## src/rtl/mc_ctrl.sv

```systemverilog
// Multicycle control FSM for the single-issue MIPS core: sequences fetch, decode,
// execute, memory and writeback over the shared datapath and one req/ack memory port.
module mc_ctrl #(
    parameter bit          ILLEGAL_HALT = 1'b1,
    parameter int unsigned MEM_TIMEOUT  = 0
) (
    input  logic       clk,
    input  logic       rst,
    input  logic [5:0] op,
    input  logic [5:0] funct,
    input  logic       zero,
    input  logic       mem_ack,
    output logic       mem_req,
    output logic       mem_we,
    output logic       iord,
    output logic       ir_we,
    output logic       pc_we,
    output logic [1:0] npc_sel,
    output logic [1:0] extop,
    output logic       alu_b_sel,
    output logic [2:0] alu_op,
    output logic       reg_we,
    output logic       reg_dst,
    output logic [1:0] wb_sel,
    output logic       illegal,
    output logic       timeout,
    output logic [2:0] state
);

    localparam int unsigned CNT_W = (MEM_TIMEOUT > 0) ? $clog2(MEM_TIMEOUT + 1) : 1;

    localparam logic [5:0] OP_RTYPE = 6'h00;
    localparam logic [5:0] OP_ORI   = 6'h0D;
    localparam logic [5:0] OP_ADDIU = 6'h09;
    localparam logic [5:0] OP_LUI   = 6'h0F;
    localparam logic [5:0] OP_LW    = 6'h23;
    localparam logic [5:0] OP_SW    = 6'h2B;
    localparam logic [5:0] OP_BEQ   = 6'h04;
    localparam logic [5:0] OP_J     = 6'h02;
    localparam logic [5:0] FN_ADDU  = 6'h21;
    localparam logic [5:0] FN_SUBU  = 6'h23;

    localparam logic [2:0] ALU_ADD = 3'b000;
    localparam logic [2:0] ALU_SUB = 3'b001;
    localparam logic [2:0] ALU_OR  = 3'b010;
    localparam logic [1:0] EXT_ZERO  = 2'b00;
    localparam logic [1:0] EXT_SIGN  = 2'b01;
    localparam logic [1:0] EXT_UPPER = 2'b10;
    localparam logic [1:0] NPC_SEQ = 2'b00;
    localparam logic [1:0] NPC_BR  = 2'b01;
    localparam logic [1:0] NPC_JMP = 2'b10;
    localparam logic [1:0] WB_ALU = 2'b00;
    localparam logic [1:0] WB_MEM = 2'b01;
    localparam logic [1:0] WB_IMM = 2'b10;

    typedef enum logic [2:0] {
        S_FETCH = 3'd0, S_DCD = 3'd1, S_EXE = 3'd2, S_MEM = 3'd3, S_WB = 3'd4, S_HALT = 3'd5
    } state_e;

    typedef enum logic [3:0] {
        C_ADDU, C_SUBU, C_ORI, C_ADDIU, C_LUI, C_LW, C_SW, C_BEQ, C_J, C_ILL
    } cls_e;

    state_e           state_q, state_d;
    cls_e             cls_q, cls_d, dec_cls, cls_c;
    logic             illegal_q, illegal_d, timeout_q, timeout_d;
    logic [CNT_W-1:0] cnt_q, cnt_d;

    logic       mem_req_c, mem_we_c, iord_c, ir_we_c, pc_we_c;
    logic       alu_b_sel_c, reg_we_c, reg_dst_c;
    logic [1:0] npc_sel_c, extop_c, wb_sel_c;
    logic [2:0] alu_op_c;

    function automatic logic [1:0] ext_of(input cls_e c);
        case (c)
            C_ADDIU, C_LW, C_SW, C_BEQ: return EXT_SIGN;
            C_LUI:                      return EXT_UPPER;
            default:                    return EXT_ZERO;
        endcase
    endfunction

    // Instruction class straight from the IR fields
    always_comb begin
        dec_cls = C_ILL;
        case (op)
            OP_RTYPE: begin
                if (funct == FN_ADDU)      dec_cls = C_ADDU;
                else if (funct == FN_SUBU) dec_cls = C_SUBU;
            end
            OP_ORI:   dec_cls = C_ORI;
            OP_ADDIU: dec_cls = C_ADDIU;
            OP_LUI:   dec_cls = C_LUI;
            OP_LW:    dec_cls = C_LW;
            OP_SW:    dec_cls = C_SW;
            OP_BEQ:   dec_cls = C_BEQ;
            OP_J:     dec_cls = C_J;
            default:  dec_cls = C_ILL;
        endcase
    end

    // The class register is only loaded at the end of DCD, so DCD uses the live decode
    assign cls_c = (state_q == S_DCD) ? dec_cls : cls_q;

    always_ff @(posedge clk) begin
        if (rst) begin
            state_q   <= S_FETCH;
            cls_q     <= C_ILL;
            illegal_q <= 1'b0;
            timeout_q <= 1'b0;
            cnt_q     <= '0;
        end else begin
            state_q   <= state_d;
            cls_q     <= cls_d;
            illegal_q <= illegal_d;
            timeout_q <= timeout_d;
            cnt_q     <= cnt_d;
        end
    end

    always_comb begin
        state_d     = state_q;
        cls_d       = cls_q;
        illegal_d   = illegal_q;
        timeout_d   = timeout_q;
        cnt_d       = cnt_q;
        mem_req_c   = 1'b0;
        mem_we_c    = 1'b0;
        iord_c      = 1'b0;
        ir_we_c     = 1'b0;
        pc_we_c     = 1'b0;
        npc_sel_c   = NPC_SEQ;
        extop_c     = EXT_ZERO;
        alu_b_sel_c = 1'b0;
        alu_op_c    = ALU_ADD;
        reg_we_c    = 1'b0;
        reg_dst_c   = 1'b0;
        wb_sel_c    = WB_ALU;

        if (state_q inside {S_DCD, S_EXE, S_MEM, S_WB}) extop_c = ext_of(cls_c);

        case (state_q)
            S_FETCH: begin
                mem_req_c = 1'b1;
                ir_we_c   = mem_ack;
                pc_we_c   = mem_ack;
                if (mem_ack) state_d = S_DCD;
            end
            S_DCD: begin
                cls_d = dec_cls;
                case (dec_cls)
                    C_J: begin
                        pc_we_c   = 1'b1;
                        npc_sel_c = NPC_JMP;
                        state_d   = S_FETCH;
                    end
                    C_ILL: begin
                        illegal_d = 1'b1;
                        state_d   = ILLEGAL_HALT ? S_HALT : S_FETCH;
                    end
                    default: state_d = S_EXE;
                endcase
            end
            S_EXE: begin
                state_d = S_WB;
                case (cls_q)
                    C_ADDU: alu_op_c = ALU_ADD;
                    C_SUBU: alu_op_c = ALU_SUB;
                    C_ORI: begin
                        alu_b_sel_c = 1'b1;
                        alu_op_c    = ALU_OR;
                    end
                    C_ADDIU: alu_b_sel_c = 1'b1;
                    C_LW, C_SW: begin
                        alu_b_sel_c = 1'b1;
                        state_d     = S_MEM;
                    end
                    C_BEQ: begin
                        alu_op_c  = ALU_SUB;
                        pc_we_c   = zero;
                        npc_sel_c = NPC_BR;
                        state_d   = S_FETCH;
                    end
                    C_LUI:   state_d = S_WB;
                    default: state_d = S_FETCH;
                endcase
            end
            S_MEM: begin
                mem_req_c = 1'b1;
                iord_c    = 1'b1;
                mem_we_c  = (cls_q == C_SW);
                if (mem_ack) state_d = (cls_q == C_SW) ? S_FETCH : S_WB;
            end
            S_WB: begin
                reg_we_c  = 1'b1;
                reg_dst_c = (cls_q == C_ADDU) || (cls_q == C_SUBU);
                if (cls_q == C_LW)       wb_sel_c = WB_MEM;
                else if (cls_q == C_LUI) wb_sel_c = WB_IMM;
                state_d = S_FETCH;
            end
            S_HALT:  state_d = S_HALT;
            default: state_d = S_FETCH;
        endcase

        // Wait-cycle watchdog; an ack in the limit cycle still completes the access
        if (MEM_TIMEOUT != 0 && mem_req_c) begin
            if (mem_ack) begin
                cnt_d = '0;
            end else if (cnt_q == CNT_W'(MEM_TIMEOUT - 1)) begin
                cnt_d     = CNT_W'(MEM_TIMEOUT);
                timeout_d = 1'b1;
                state_d   = S_HALT;
            end else begin
                cnt_d = cnt_q + CNT_W'(1);
            end
        end
    end

    // Reset forces every output low in the same cycle
    assign mem_req   = mem_req_c & ~rst;
    assign mem_we    = mem_we_c & ~rst;
    assign iord      = iord_c & ~rst;
    assign ir_we     = ir_we_c & ~rst;
    assign pc_we     = pc_we_c & ~rst;
    assign npc_sel   = rst ? 2'b00 : npc_sel_c;
    assign extop     = rst ? 2'b00 : extop_c;
    assign alu_b_sel = alu_b_sel_c & ~rst;
    assign alu_op    = rst ? 3'b000 : alu_op_c;
    assign reg_we    = reg_we_c & ~rst;
    assign reg_dst   = reg_dst_c & ~rst;
    assign wb_sel    = rst ? 2'b00 : wb_sel_c;
    assign illegal   = illegal_q & ~rst;
    assign timeout   = timeout_q & ~rst;
    assign state     = rst ? 3'd0 : state_q;

endmodule

```

## config.mk

```make
export PLATFORM = sky130hd
export DESIGN_NAME = mc_ctrl
export DESIGN_NICKNAME = d
export VERILOG_FILES = /design/src/rtl/mc_ctrl.sv
export SDC_FILE = /design/constraint.sdc
export NUM_CORES = 1
export LEC_CHECK = 0
export ABC_AREA = 1
export CAP_MARGIN = 20
export CORE_MARGIN = 2
export CORE_UTILIZATION = 42
export DETAILED_ROUTE_END_ITERATION = 10
export PLACE_DENSITY = 0.8
export SLEW_MARGIN = 20
export SYNTH_ARGS = -nofsm -noshare
export SYNTH_HDL_FRONTEND = slang
export SYNTH_SLANG_ARGS = --single-unit
export TNS_END_PERCENT = 10
```

## constraint.sdc

```tcl
create_clock -name clk -period 1.8 [get_ports clk]
set_input_delay 0.18 -clock clk [delete_from_list [all_inputs] [get_ports clk]]
set_output_delay 0.18 -clock clk [all_outputs]
set_load 0.005 [all_outputs]
```

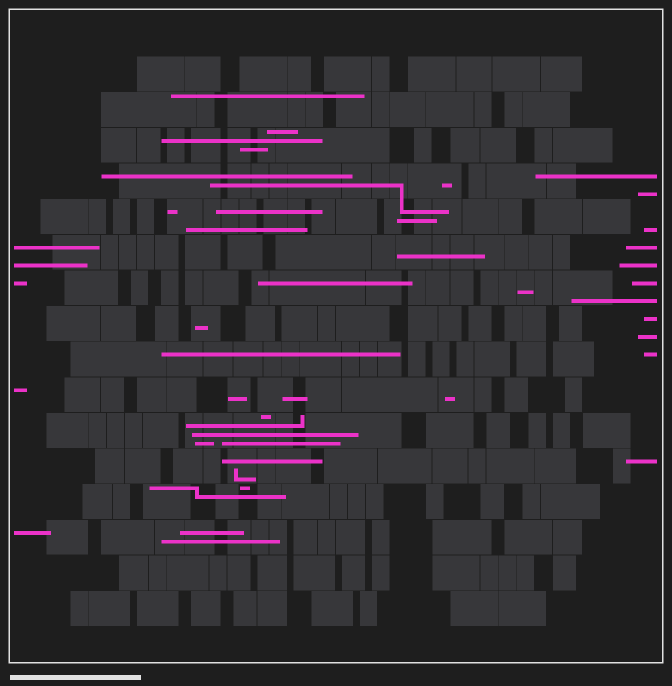
Run 1: signal wires on met3
Bar = 10 um. Cells faint in the background.
wire length on this layer	239 um
nets with wire on the layer	39
main direction	horizontal
share of all routed wire	7.4%
longest straight run	18.9 um
final WL: 3230 um
M3 GR Usage: 3.64%

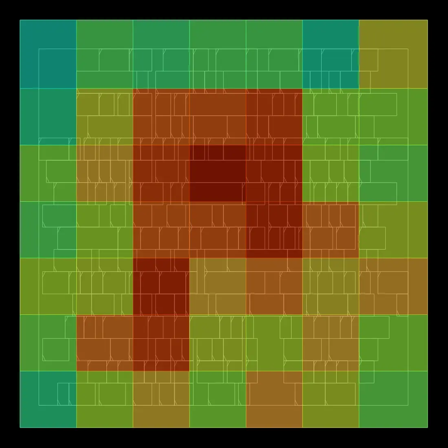
Run 1: congestion heat map
post-layout util: 76.3%
Avg WL per Cell: 13.1 um

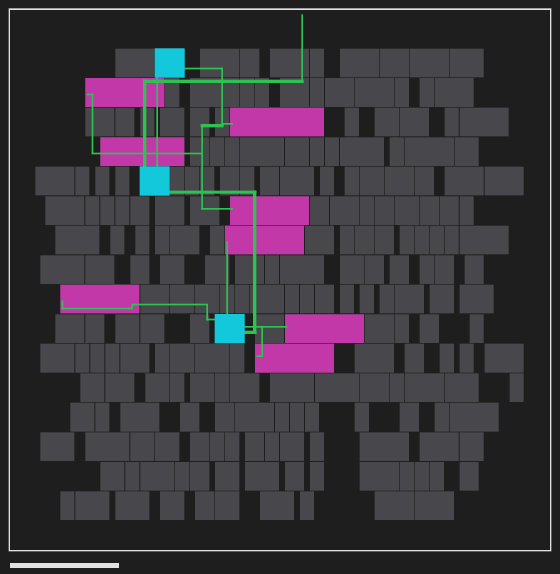
Run 1: clock wires, drivers and flops
Bar = 10 um.
[green] clock wires | length: 140 um
[cyan] clock drivers | count: 3
[magenta] flip-flops | count: 8
routed clock nets	4
clock skew: 0.00349 ns
Clk pwr share: 19.0%
clk_lat worst skew: 0.26 ns

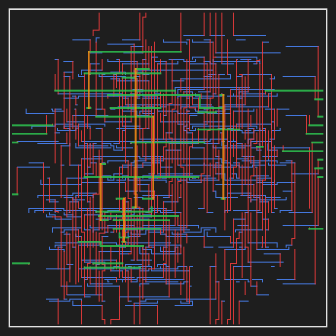
Run 1: signal wires by layer
colour	layer	wire length
green	metal 3	239 um
orange	metal 4	75.5 um
red	metal 2	1640 um
blue	metal 1	1280 um
GRT Util Overall: 24.9%
vias: 1269

==> ci_impl_report.md <==
### Metrics collected by this job

| Metric | Value |
|---|---|
| PortBufs | `35` |
| Post-DP Area | `1380 sq um` |
| Yosys stat area | `880 sq um` |
| Vias per cell | `5.16` |
| Max Root-Sink Buffers | `2` |
| Num rows | `16` |
| Num Clock Sinks | `8` |
| Setup-failing EPs final | `9` |
| Vias in the first global route | `1158` |
| Smallest setup slack after layout | `-0.205 ns` |
| Status | `complete, but fails checks` |
| Core area | `1960 sq um` |
| Yosys warning tally | `0` |
| Yosys top cell by area | `dfxtp_1` |
| Final TNS setup | `-1.01 ns` |
| Worst VDD drop | `0.454 mV` |
| Fin crit share | `111%` |
| Design area | `1500 sq um` |
| GRT overflow | `0` |
| Flop2flop setup slack | `0.30 ns` |
| Cells in synth_stat.txt | `163` |
| Synth area leaders | `dfxtp_1 (18%), nor2_1 (13%), inv_1 (13%)` |
| Req. time, crit path | `1.62 ns` |
| R2r startpoint | `state_q[1]` |
| Max Cap Viol | `0` |
| Critical path capture point type | `output port` |
| Syn Inst Count | `163` |
| Post-synthesis cell area | `880 sq um` |
| CTS buffer count | `3` |
| Netlist cell types | `24` |
| Residual DRC | `0` |
| Failing checks | `setup timing` |
| Delay of the slowest critical-path stage | `0.33 ns` |
| Hold Violations, Final | `0` |
| Worst hold path stage count | `3` |
| Area growth, synth to finish | `70.1%` |
| Nets | `237` |
| Worst EP arrival | `1.83 ns` |
| 1st-pass router iterations | `4` |
| Critical path, cell by cell | `inv_1 -> nand2_1 -> nor2_4 -> nand4_1 -> o21ai_2 -> nand3_2 -> nor2_1 -> and2_1 -> buf_2` |
## run 1: state kept, by name (all words and copies together), names as in the netlist
register	cells
cls_q	4
illegal_q	1
state_q	3
## run 1: stage by stage
step / setup slack [ns] / cells
global route: -0.282 / 246
finish: -0.205 / 246
CTS: -0.165 / 245
global placement: -0.611 / 240
floorplan: 0.398 / 164
detailed placement: -0.631 / 240
## run 1: synth_stat cells (all sizes together)
library cell and instances:
and2 1, clkbuf 2, nand2 35, o21ai 4, nand4 1, nor2 38, o2111ai 1, inv 32
or2 1, nor3 4, o211ai 1, a21boi 1, dfxtp 8, a21oi 9, nor4 2, nand3 20
conb 1, buf 2
## run 1: routing by layer
metal  up-vias  share of wire, %  global-route usage, %
li1        619                 -                      -
met1       573                40                   31.5
met2        65                51                   41.8
met3        12               7.4                   3.64
met4         0               2.3                   10.6
met5         -                 0                      0
## run 1: layout make-up
class                      instances  area [sq um]
fill                             170           465
sequential                         8           165
tap                               27          33.8
multi-input combinational        120           653
inverter                          32           120
timing repair buffer              56           502
clock buffer                       3          22.5
## run 1: worst max-delay path: cells and delay by family (launching register included)
kind            cells  cell delay (ns)
compound gates      1             0.18
simple gates        6             0.83
flops               1             0.33
buf+inv             2             0.22
## run 1: worst min-delay path by stage
stage,startpoint,slack [ns],to
after floorplan,mem_ack,0.38,state_q[0]
after global placement,illegal_q,0.45,illegal_q
after detailed placement,illegal_q,0.45,illegal_q
after CTS,illegal_q,0.46,illegal_q
after global routing,rst,0.33,cls_q[3]
final,rst,0.32,cls_q[3]
## run 1: kinds of logic (layout without fill, tap and decap cells)
logic type,Yosys count,after routing,synth area share [%]
compound gates,16,16,10.5
buf+inv,36,91,16.2
flops,8,8,18.2
other cells,1,2,0.426
simple gates,102,102,54.6
## run 1: where the power goes
part	internal, mW	leakage (nW)	switching [mW]
logic	0.177	0.713	0.219
registers	0.200	0.0670	0.0206
clock network	0.0768	0.0138	0.0677
total	0.453	0.794	0.307
## run 1: timing repair
item / in CTS / in global routing
setup endpoints to repair: 16 / 16
pin swaps: 10 / 13
resized: 36 / 24
setup buffers: 2 / 1
gates cloned: 0 / 0
Power figures rest on the tool's default switching activity, not on a simulated workload.
